## src/rtl/imm_decode_pipe.sv

```systemverilog
`default_nettype none
// ============================================================================
// Module   : imm_decode_pipe
// Purpose  : RISC-V immediate decode stage behind a 2-entry skid buffer.
//            Optional per-format counters when IMM_PERF_CNT_EN is defined.
// Revision : 1.0
// ============================================================================
module imm_decode_pipe #(
    parameter int XLEN  = 32,
    parameter int CNT_W = 16
) (
    input  logic             clk,
    input  logic             rst_n,
    input  logic             flush,
    input  logic             in_valid,
    output logic             in_ready,
    input  logic [31:0]      in_inst,
    input  logic [XLEN-1:0]  in_pc,
    output logic             out_valid,
    input  logic             out_ready,
    output logic [31:0]      out_inst,
    output logic [XLEN-1:0]  out_pc,
    output logic [XLEN-1:0]  out_imm,
    output logic [2:0]       out_fmt,
    output logic             out_illegal
`ifdef IMM_PERF_CNT_EN
    ,
    input  logic [2:0]       cnt_sel,
    output logic [CNT_W-1:0] cnt_val
`endif
);

    localparam logic [2:0] c_fmt_none = 3'd0;
    localparam logic [2:0] c_fmt_i    = 3'd1;
    localparam logic [2:0] c_fmt_s    = 3'd2;
    localparam logic [2:0] c_fmt_b    = 3'd3;
    localparam logic [2:0] c_fmt_u    = 3'd4;
    localparam logic [2:0] c_fmt_j    = 3'd5;
    localparam logic [2:0] c_fmt_z    = 3'd6;

    typedef struct packed {
        logic [31:0]     inst;
        logic [XLEN-1:0] pc;
        logic [XLEN-1:0] imm;
        logic [2:0]      fmt;
        logic            illegal;
    } entry_t;

    if ((XLEN != 32 && XLEN != 64) || CNT_W < 1) begin : g_param_check
        $error("imm_decode_pipe: XLEN must be 32 or 64 and CNT_W positive");
    end

    logic [2:0]      w_fmt;
    logic            w_illegal;
    logic [XLEN-1:0] w_imm;
    entry_t          w_new;
    logic            w_in_xfer;
    logic            w_out_xfer;

    entry_t main_q, main_d, skid_q, skid_d;
    logic   main_valid_q, main_valid_d;
    logic   skid_valid_q, skid_valid_d;
    logic   in_ready_q, in_ready_d;

    // Every listed opcode ends in 2'b11, so non-32-bit encodings fall to default.
    always_comb begin
        w_fmt     = c_fmt_none;
        w_illegal = 1'b0;
        case (in_inst[6:0])
            7'b0110111, 7'b0010111:                         w_fmt = c_fmt_u;
            7'b1101111:                                     w_fmt = c_fmt_j;
            7'b1100111, 7'b0000011, 7'b0010011, 7'b0001111: w_fmt = c_fmt_i;
            7'b1100011:                                     w_fmt = c_fmt_b;
            7'b0100011:                                     w_fmt = c_fmt_s;
            7'b0110011:                                     w_fmt = c_fmt_none;
            7'b1110011: w_fmt = in_inst[14] ? c_fmt_z : c_fmt_i;
            7'b0011011: begin
                if (XLEN == 64) w_fmt = c_fmt_i;
                else            w_illegal = 1'b1;
            end
            7'b0111011: begin
                if (XLEN != 64) w_illegal = 1'b1;
            end
            default:    w_illegal = 1'b1;
        endcase
    end

    always_comb begin
        w_imm = '0;
        case (w_fmt)
            c_fmt_i: w_imm = XLEN'($signed(in_inst[31:20]));
            c_fmt_s: w_imm = XLEN'($signed({in_inst[31:25], in_inst[11:7]}));
            c_fmt_b: w_imm = XLEN'($signed({in_inst[31], in_inst[7], in_inst[30:25],
                                             in_inst[11:8], 1'b0}));
            c_fmt_u: w_imm = XLEN'($signed({in_inst[31:12], 12'b0}));
            c_fmt_j: w_imm = XLEN'($signed({in_inst[31], in_inst[19:12], in_inst[20],
                                             in_inst[30:21], 1'b0}));
            c_fmt_z: w_imm = XLEN'(in_inst[19:15]);
            default: w_imm = '0;
        endcase
    end

    assign w_new      = '{inst: in_inst, pc: in_pc, imm: w_imm, fmt: w_fmt, illegal: w_illegal};
    assign w_in_xfer  = in_valid && in_ready_q;
    assign w_out_xfer = main_valid_q && out_ready;

    // Skid is only ever occupied while main is full, so input never races the skid move.
    always_comb begin
        main_d       = main_q;
        skid_d       = skid_q;
        main_valid_d = main_valid_q;
        skid_valid_d = skid_valid_q;
        if (flush) begin
            main_valid_d = 1'b0;
            skid_valid_d = 1'b0;
        end else if (!main_valid_q || w_out_xfer) begin
            if (skid_valid_q) begin
                main_d       = skid_q;
                main_valid_d = 1'b1;
                skid_valid_d = 1'b0;
            end else if (w_in_xfer) begin
                main_d       = w_new;
                main_valid_d = 1'b1;
            end else begin
                main_valid_d = 1'b0;
            end
        end else if (w_in_xfer) begin
            skid_d       = w_new;
            skid_valid_d = 1'b1;
        end
        in_ready_d = !skid_valid_d;
    end

    always_ff @(posedge clk or negedge rst_n) begin
        if (!rst_n) begin
            main_q       <= '0;
            skid_q       <= '0;
            main_valid_q <= 1'b0;
            skid_valid_q <= 1'b0;
            in_ready_q   <= 1'b0;
        end else begin
            main_q       <= main_d;
            skid_q       <= skid_d;
            main_valid_q <= main_valid_d;
            skid_valid_q <= skid_valid_d;
            in_ready_q   <= in_ready_d;
        end
    end

    assign in_ready    = in_ready_q;
    assign out_valid   = main_valid_q;
    assign out_inst    = main_q.inst;
    assign out_pc      = main_q.pc;
    assign out_imm     = main_q.imm;
    assign out_fmt     = main_q.fmt;
    assign out_illegal = main_q.illegal;

`ifdef IMM_PERF_CNT_EN
    logic [CNT_W-1:0] cnt_q [8];
    logic [CNT_W-1:0] cnt_d [8];
    logic [2:0]       w_cnt_idx;

    // Illegal entries carry fmt NONE, so they are steered to the dedicated slot 7.
    always_comb begin
        w_cnt_idx = main_q.illegal ? 3'd7 : main_q.fmt;
        for (int i = 0; i < 8; i++) begin
            cnt_d[i] = cnt_q[i];
            if (w_out_xfer && (w_cnt_idx == 3'(i)) && (cnt_q[i] != {CNT_W{1'b1}})) begin
                cnt_d[i] = cnt_q[i] + 1'b1;
            end
        end
    end

    always_ff @(posedge clk or negedge rst_n) begin
        if (!rst_n) begin
            for (int i = 0; i < 8; i++) cnt_q[i] <= '0;
        end else begin
            for (int i = 0; i < 8; i++) cnt_q[i] <= cnt_d[i];
        end
    end

    assign cnt_val = cnt_q[cnt_sel];
`endif

endmodule
`default_nettype wire

```

## config.mk

```make
export PLATFORM = sky130hd
export DESIGN_NAME = imm_decode_pipe
export DESIGN_NICKNAME = d
export VERILOG_FILES = /design/src/rtl/imm_decode_pipe.sv
export SDC_FILE = /design/constraint.sdc
export NUM_CORES = 1
export LEC_CHECK = 0
export ABC_AREA = 0
export ABC_CLOCK_PERIOD_IN_PS = 2500
export CORE_MARGIN = 2
export CORE_UTILIZATION = 45
export DETAILED_ROUTE_END_ITERATION = 16
export MAX_ROUTING_LAYER = met4
export PLACE_DENSITY = 0.71
export SETUP_SLACK_MARGIN = 0.3
export SLEW_MARGIN = 15
export SYNTH_ARGS = -nofsm -noshare
export SYNTH_HDL_FRONTEND = slang
export SYNTH_SLANG_ARGS = --single-unit
```

## constraint.sdc

```tcl
create_clock -name clk -period 2.5 [get_ports clk]
set_clock_uncertainty 0.1 [all_clocks]
set_input_delay 0.5 -clock clk [delete_from_list [all_inputs] [get_ports clk]]
set_output_delay 0.5 -clock clk [all_outputs]
set_load 0.02 [all_outputs]
```

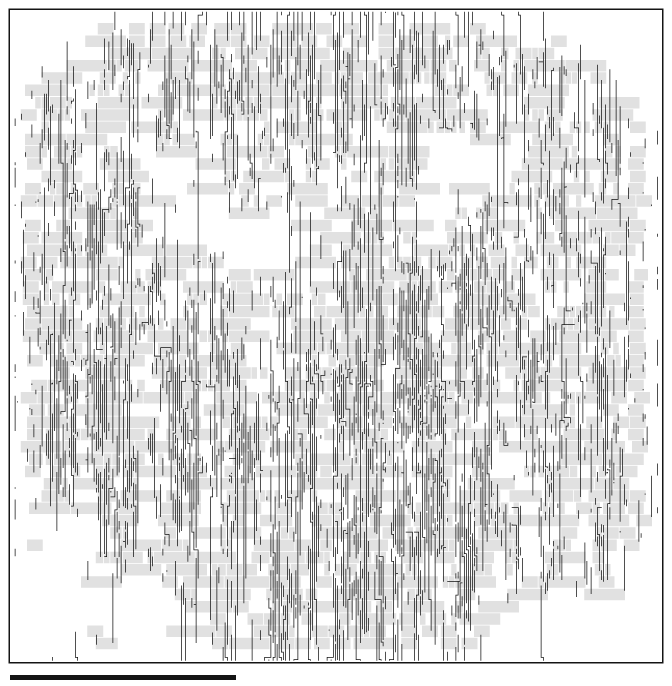
**Above:** run 1 (metal 2).
Bar = 50 um.
- longest straight run: 54.4 um
- nets with wire on the layer: 970
via count: 7383
WL final: 24300 um
met2 Usage GRT: 0.374

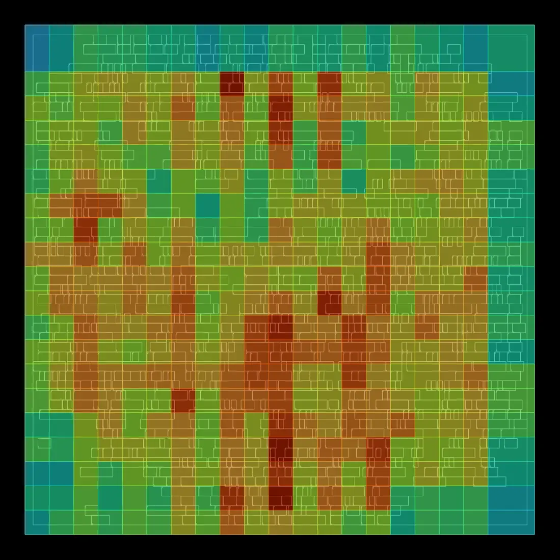
**Above:** run 1 (track usage over the die).
M1 GR Usage: 0.322
WL/cell: 17.5 um
met3 usage: 0.0414
post-layout util: 0.628

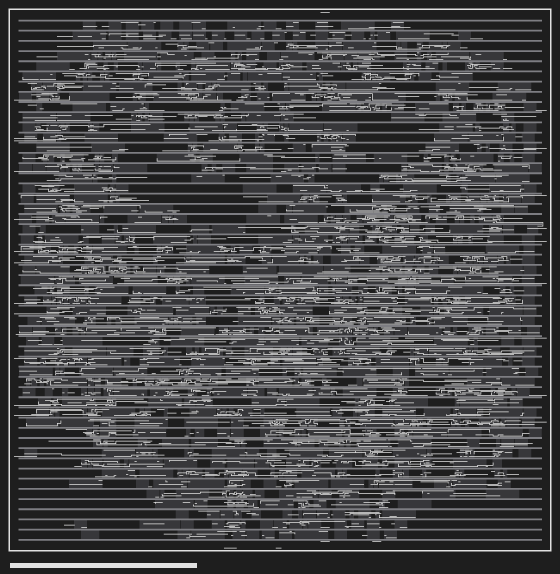
**Above:** run 1 (met1 routing).
Bar = 50 um. Supply wires on this layer in gray.
- wire length on this layer: 10500 um
- longest straight run: 43.2 um
- nets with wire on the layer: 1055

==> job_summary.md, run 1 <==
### Flow metrics

| Metric | Value |
|---|---|
| Largest net degree at the start of global routing | `59` |
| Multi-input gate area | `0.00359 sq mm` |
| CTS Buffer Depth | `3` |
| Met1 Routed Length | `10500 um` |
| Hold path depth | `3` |
| Reg-to-reg endpoint | `out_imm[25]` |
| Area-dominant class | `flip-flops and latches` |
| Ys flop type | `dfrtp_1` |
| Area Overhead vs Synth | `37.5%` |
| Die Wd | `144 um` |
| Final Power | `9.72 mW` |
| Routed met2 length | `11600 um` |
| Comb/total area | `0.295` |
| Worst-path cell chain | `or4_1, a21o_1, a31oi_4, buf_4, a211oi_2` |
| Most numerous logic cells after layout | `nand2_1, dfrtp_1, clkdlybuf4s50_1` |
| Comb group | `2.07 mW` |
| Count of library flops with an enable pin | `0` |
| Max reg flops | `100` |
| Log Warnings | `26` |
| Slew headroom | `0.627` |
| Pre-CTS setup slack | `-522 ps` |
| Design Area, Final | `0.0122 sq mm` |
| # clk buffers | `30` |
| Max Fclk | `0.464 GHz` |
| Worst Path Required | `2770 ps` |
| Critical path origin | `skid_valid_q` |
| Worst Setup EP | `out_imm[25]` |
| Worst hold margin | `350 ps` |
| Hold_sp | `in_inst[4]` |
| Worst EP arrival | `2430 ps` |
| XOR Share, Synth | `0` |
| Logic inverters | `6` |
| Peak supply drop | `0.607 mV` |
| Max cap viols | `0` |
| Well tap count | `265` |
| Clock sink count | `203` |
| RSZ-0062 raised after global routing | `false` |
| Commonest Layout Cell | `nand2_1` |
| DRC viols | `0` |
| Initial drt markers | `565` |
| Max power group | `sequential cells` |
| Clk ins delay skew pair | `500 ps` |
| Multi-In Gates | `647` |
| Synthesized Nets | `987` |
| Distinct cells, synth | `42` |
| Yosys Chip Area | `0.00885 sq mm` |
| Dpl hpwl | `15100 um` |
| Initial antenna violation count | `0` |
| Reg-to-reg slack, setup | `340 ps` |
| Buf/Inv on CP | `1` |
| Tcrit/Tclk final | `0.862` |
| Status | `finished clean` |
| Part of the power in combinational logic | `0.212` |
==> run 2, diff against run 1 <==
ABC_CLOCK_PERIOD_IN_PS = 2700   (was 2500)
clock period = 2.7 ns   (was 2.5 ns; I/O delays follow)
==> job_summary.md, run 2 <==
### Flow metrics

| Metric | Value |
|---|---|
| Status | `finished clean` |
| Reg-to-reg endpoint | `out_imm[24]` |
| Count of library flops with an enable pin | `0 (unchanged)` |
| Comb/total area | `0.299 (+0.00374)` |
| Slew Viols, Final | `0` |
| Worst hold margin | `333 ps (-17.7 ps)` |
| Area Overhead vs Synth | `34.8%` |
| Setup violators final | `0` |
| Multi-In Gates | `647 (unchanged)` |
| Post-Layout Cell Count | `1381` |
| Log Warnings | `28 (+7.7%)` |
| Hold path depth | `3 (unchanged)` |
| Logic inverters | `6 (unchanged)` |
| # clk buffers | `35 (+17%)` |
| Met3 usage | `0.0381 (-0.00331)` |
| Multi-input gate area | `0.00357 sq mm (-0.73%)` |
| Pre-CTS setup slack | `-362 ps (+160 ps)` |
| Flops after synth | `203` |
| Clock sink count | `203 (unchanged)` |
| WL/cell | `17.3 um (-1.4%)` |
| Most numerous logic cells after layout | `nand2_1, dfrtp_1, clkdlybuf4s50_1` |
| GR peak layer | `met2` |
| Max Fclk | `0.420 GHz (-9.5%)` |
| Placed Instances | `1338` |
| Die Wd | `144 um (unchanged)` |
| Final Power | `8.72 mW (-10%)` |
| Worst EP arrival | `2630 ps (+200 ps)` |
| Reg-to-reg slack, setup | `320 ps (-30 ps)` |
| DRC viols | `0 (unchanged)` |
| NonClk Buf Share | `0.187` |
| Buf/Inv on CP | `0 (-1)` |
| RSZ-0062 raised after global routing | `true` |
| Comb group | `1.88 mW (-9%)` |
| Routed met2 length | `11400 um (-1.3%)` |
| Registers | `203` |
| Worst-path cell chain | `or4_1, a21o_1, a31oi_4, a211oi_2` |
| Distinct cells, synth | `42 (unchanged)` |
| Max power group | `sequential cells` |
| Max reg flops | `100 (unchanged)` |
| Initial antenna violation count | `0 (unchanged)` |
| Synthesized Nets | `987 (unchanged)` |
| Dpl hpwl | `15000 um (-0.29%)` |
| Well tap count | `265 (unchanged)` |
| Tcrit/Tclk final | `0.883 (+0.0204)` |
| Part of the power in combinational logic | `0.216 (+0.004)` |
| Drt via density | `5.34` |
| Clk ins delay skew pair | `500 ps (about the same)` |
| Worst Path Required | `2940 ps (+170 ps)` |
| Slew headroom | `0.593 (-0.0340)` |
| Initial drt markers | `475 (-16%)` |
| Largest net degree at the start of global routing | `112 (+90%)` |
| Yosys Chip Area | `0.00885 sq mm (unchanged)` |
| XOR Share, Synth | `0 (unchanged)` |
| Critical path origin | `skid_valid_q` |
| Area-dominant class | `flip-flops and latches` |
| Design Area, Final | `0.0119 sq mm (-2.0%)` |
| P_int | `6.23 mW` |
| Met1 Routed Length | `10400 um (-0.52%)` |
| Async S/R FF share, synth | `1.00` |
| Commonest Layout Cell | `nand2_1` |
| Setup crit start kind | `flip-flop` |
| Post-layout util | `0.615 (-0.0124)` |
| # Cells Yosys | `918` |
| Top cells by count | `nand2_1, dfrtp_1, a21oi_1, nor2_1, mux2i_1` |
| Ys flop type | `dfrtp_1` |
| Max cap viols | `0 (unchanged)` |
| Met2 Usage GRT | `0.380 (+0.00652)` |
| Hold_sp | `in_inst[3]` |
| CTS Buffer Depth | `3 (unchanged)` |
| CTS tree | `yes` |
| Worst Setup EP | `out_imm[24]` |
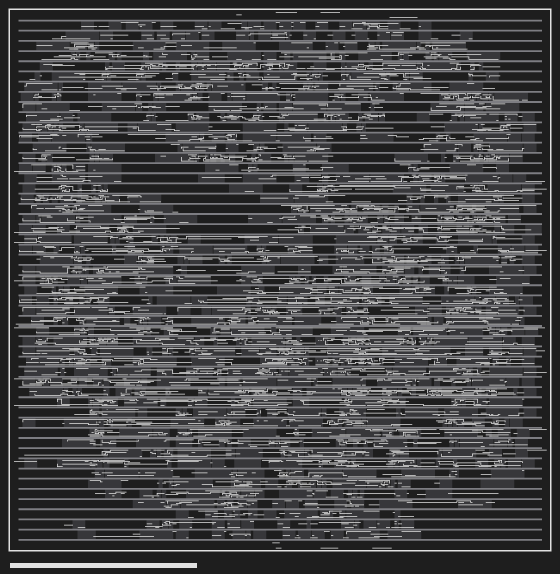
**Above:** run 2 (met1 routing).
Bar = 50 um. Supply wires on this layer in gray.
- share of all routed wire: 44%
- main direction: horizontal
- wire length on this layer: 10400 um
- nets with wire on the layer: 1045
via count: 7375
M1 GR Usage: 0.311
WL final: 23800 um

==> run 3, diff against run 2 <==
CORE_ASPECT_RATIO = 0.9   (was default)
PLACE_DENSITY = 0.8   (was 0.71)
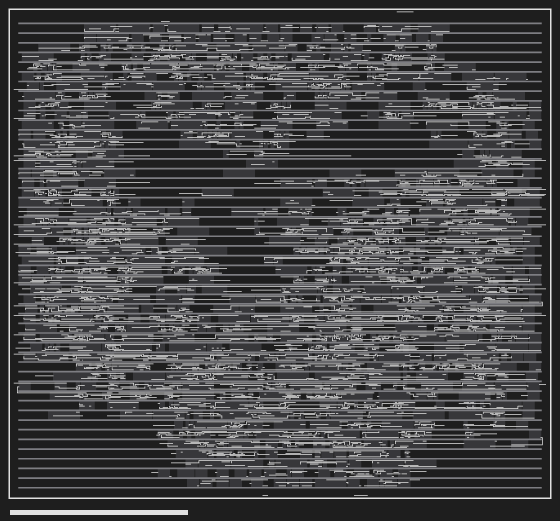
**Above:** run 3 (met1 routing).
Bar = 50 um. Supply wires on this layer in gray.
- share of all routed wire: 45%
- wire length on this layer: 10500 um
- main direction: horizontal
via count: 7334
WL final: 23300 um
M1 GR Usage: 0.309

==> job_summary.md, run 3 <==
### Flow metrics

| Metric | Value |
|---|---|
| NonClk Buf Share | `0.184 (-0.00328)` |
| Log Warnings | `26 (-7.1%)` |
| Design Area, Final | `0.0119 sq mm (about the same)` |
| RSZ-0062 raised after global routing | `false` |
| Synth Instances | `918` |
| Buf/Inv on CP | `4 (+4)` |
| Worst hold margin | `314 ps (-18.9 ps)` |
| Routed met2 length | `10900 um (-4.1%)` |
| Hold path depth | `3 (unchanged)` |
| Multi-input gate area | `0.00355 sq mm (-0.46%)` |
| XOR Share, Synth | `0 (unchanged)` |
| Met3 usage | `0.0437 (+0.00562)` |
| Setup violators final | `0 (unchanged)` |
| Met1 Routed Length | `10500 um (+0.70%)` |
| Logic inverters | `6 (unchanged)` |
| Slew Viols, Final | `0 (unchanged)` |
| Flops after synth | `203 (unchanged)` |
| Area Overhead vs Synth | `34.9% (about the same)` |
| Clk ins delay skew pair | `500 ps (about the same)` |
| Registers | `203 (unchanged)` |
| GR peak layer | `met2` |
| Dpl hpwl | `15300 um (+1.5%)` |
| P_int | `6.43 mW (+3.1%)` |
| Worst Setup EP | `out_imm[1]` |
| Max reg flops | `100 (unchanged)` |
| Count of library flops with an enable pin | `0 (unchanged)` |
| Clock sink count | `203 (unchanged)` |
| Met2 Usage GRT | `0.359 (-0.0208)` |
| Comb/total area | `0.297 (-0.00158)` |
| Multi-In Gates | `646 (-0.15%)` |
| Worst Path Required | `2950 ps (about the same)` |
| # Cells Yosys | `918 (unchanged)` |
| Initial antenna violation count | `0 (unchanged)` |
| WL/cell | `17.1 um (-1.1%)` |
| Commonest Layout Cell | `nand2_1` |
| Reg-to-reg slack, setup | `540 ps (+220 ps)` |
| Clock network power | `3.15 mW` |
| Mux area share | `0.0704` |
| Final Power | `8.96 mW (+2.7%)` |
| Hold Crit Class | `in2reg` |
| Yosys Chip Area | `0.00885 sq mm (unchanged)` |
| Setup crit start kind | `primary input` |
| CTS Buffer Depth | `3 (unchanged)` |
| Area-dominant class | `flip-flops and latches` |
| Slew headroom | `0.609 (+0.0167)` |
| Distinct cells, synth | `42 (unchanged)` |
| Well tap count | `250 (-5.7%)` |
| CTS tree | `yes` |
| Critical path origin | `in_inst[4]` |
| Most numerous logic cells after layout | `nand2_1, dfrtp_1, clkdlybuf4s50_1` |
| Status | `finished clean` |
| Initial drt markers | `428 (-9.9%)` |
| Worst EP arrival | `2530 ps (-100 ps)` |
| Part of the power in combinational logic | `0.210 (-0.006)` |
| Die Wd | `152 um (+5.3%)` |
| Max cap viols | `0 (unchanged)` |
| Worst-path cell chain | `clkdlybuf4s50_1, buf_4, nand2_1, a21oi_1, buf_4, nor4_4, buf_4, a222oi_1, o22ai_1` |
| Post-Layout Cell Count | `1362 (-1.4%)` |
| Post-layout util | `0.621 (+0.00622)` |
| Hold_sp | `in_inst[5]` |
| Top cells by count | `nand2_1, dfrtp_1, a21oi_1, nor2_1, mux2i_1` |
| Slew @ Worst Pin | `586 ps` |
| Reg-to-reg endpoint | `out_inst[3]` |
| Setup crit end kind | `flip-flop` |
| DRC viols | `0 (unchanged)` |
| Tcrit/Tclk final | `0.843 (-0.0392)` |
| Tot GR Track Use | `0.228` |
| Async S/R FF share, synth | `1.00 (unchanged)` |
| Drt via density | `5.38 (+0.83%)` |
| Ys flop type | `dfrtp_1` |
No activity file was given, so power comes from the tool's default toggle rates.
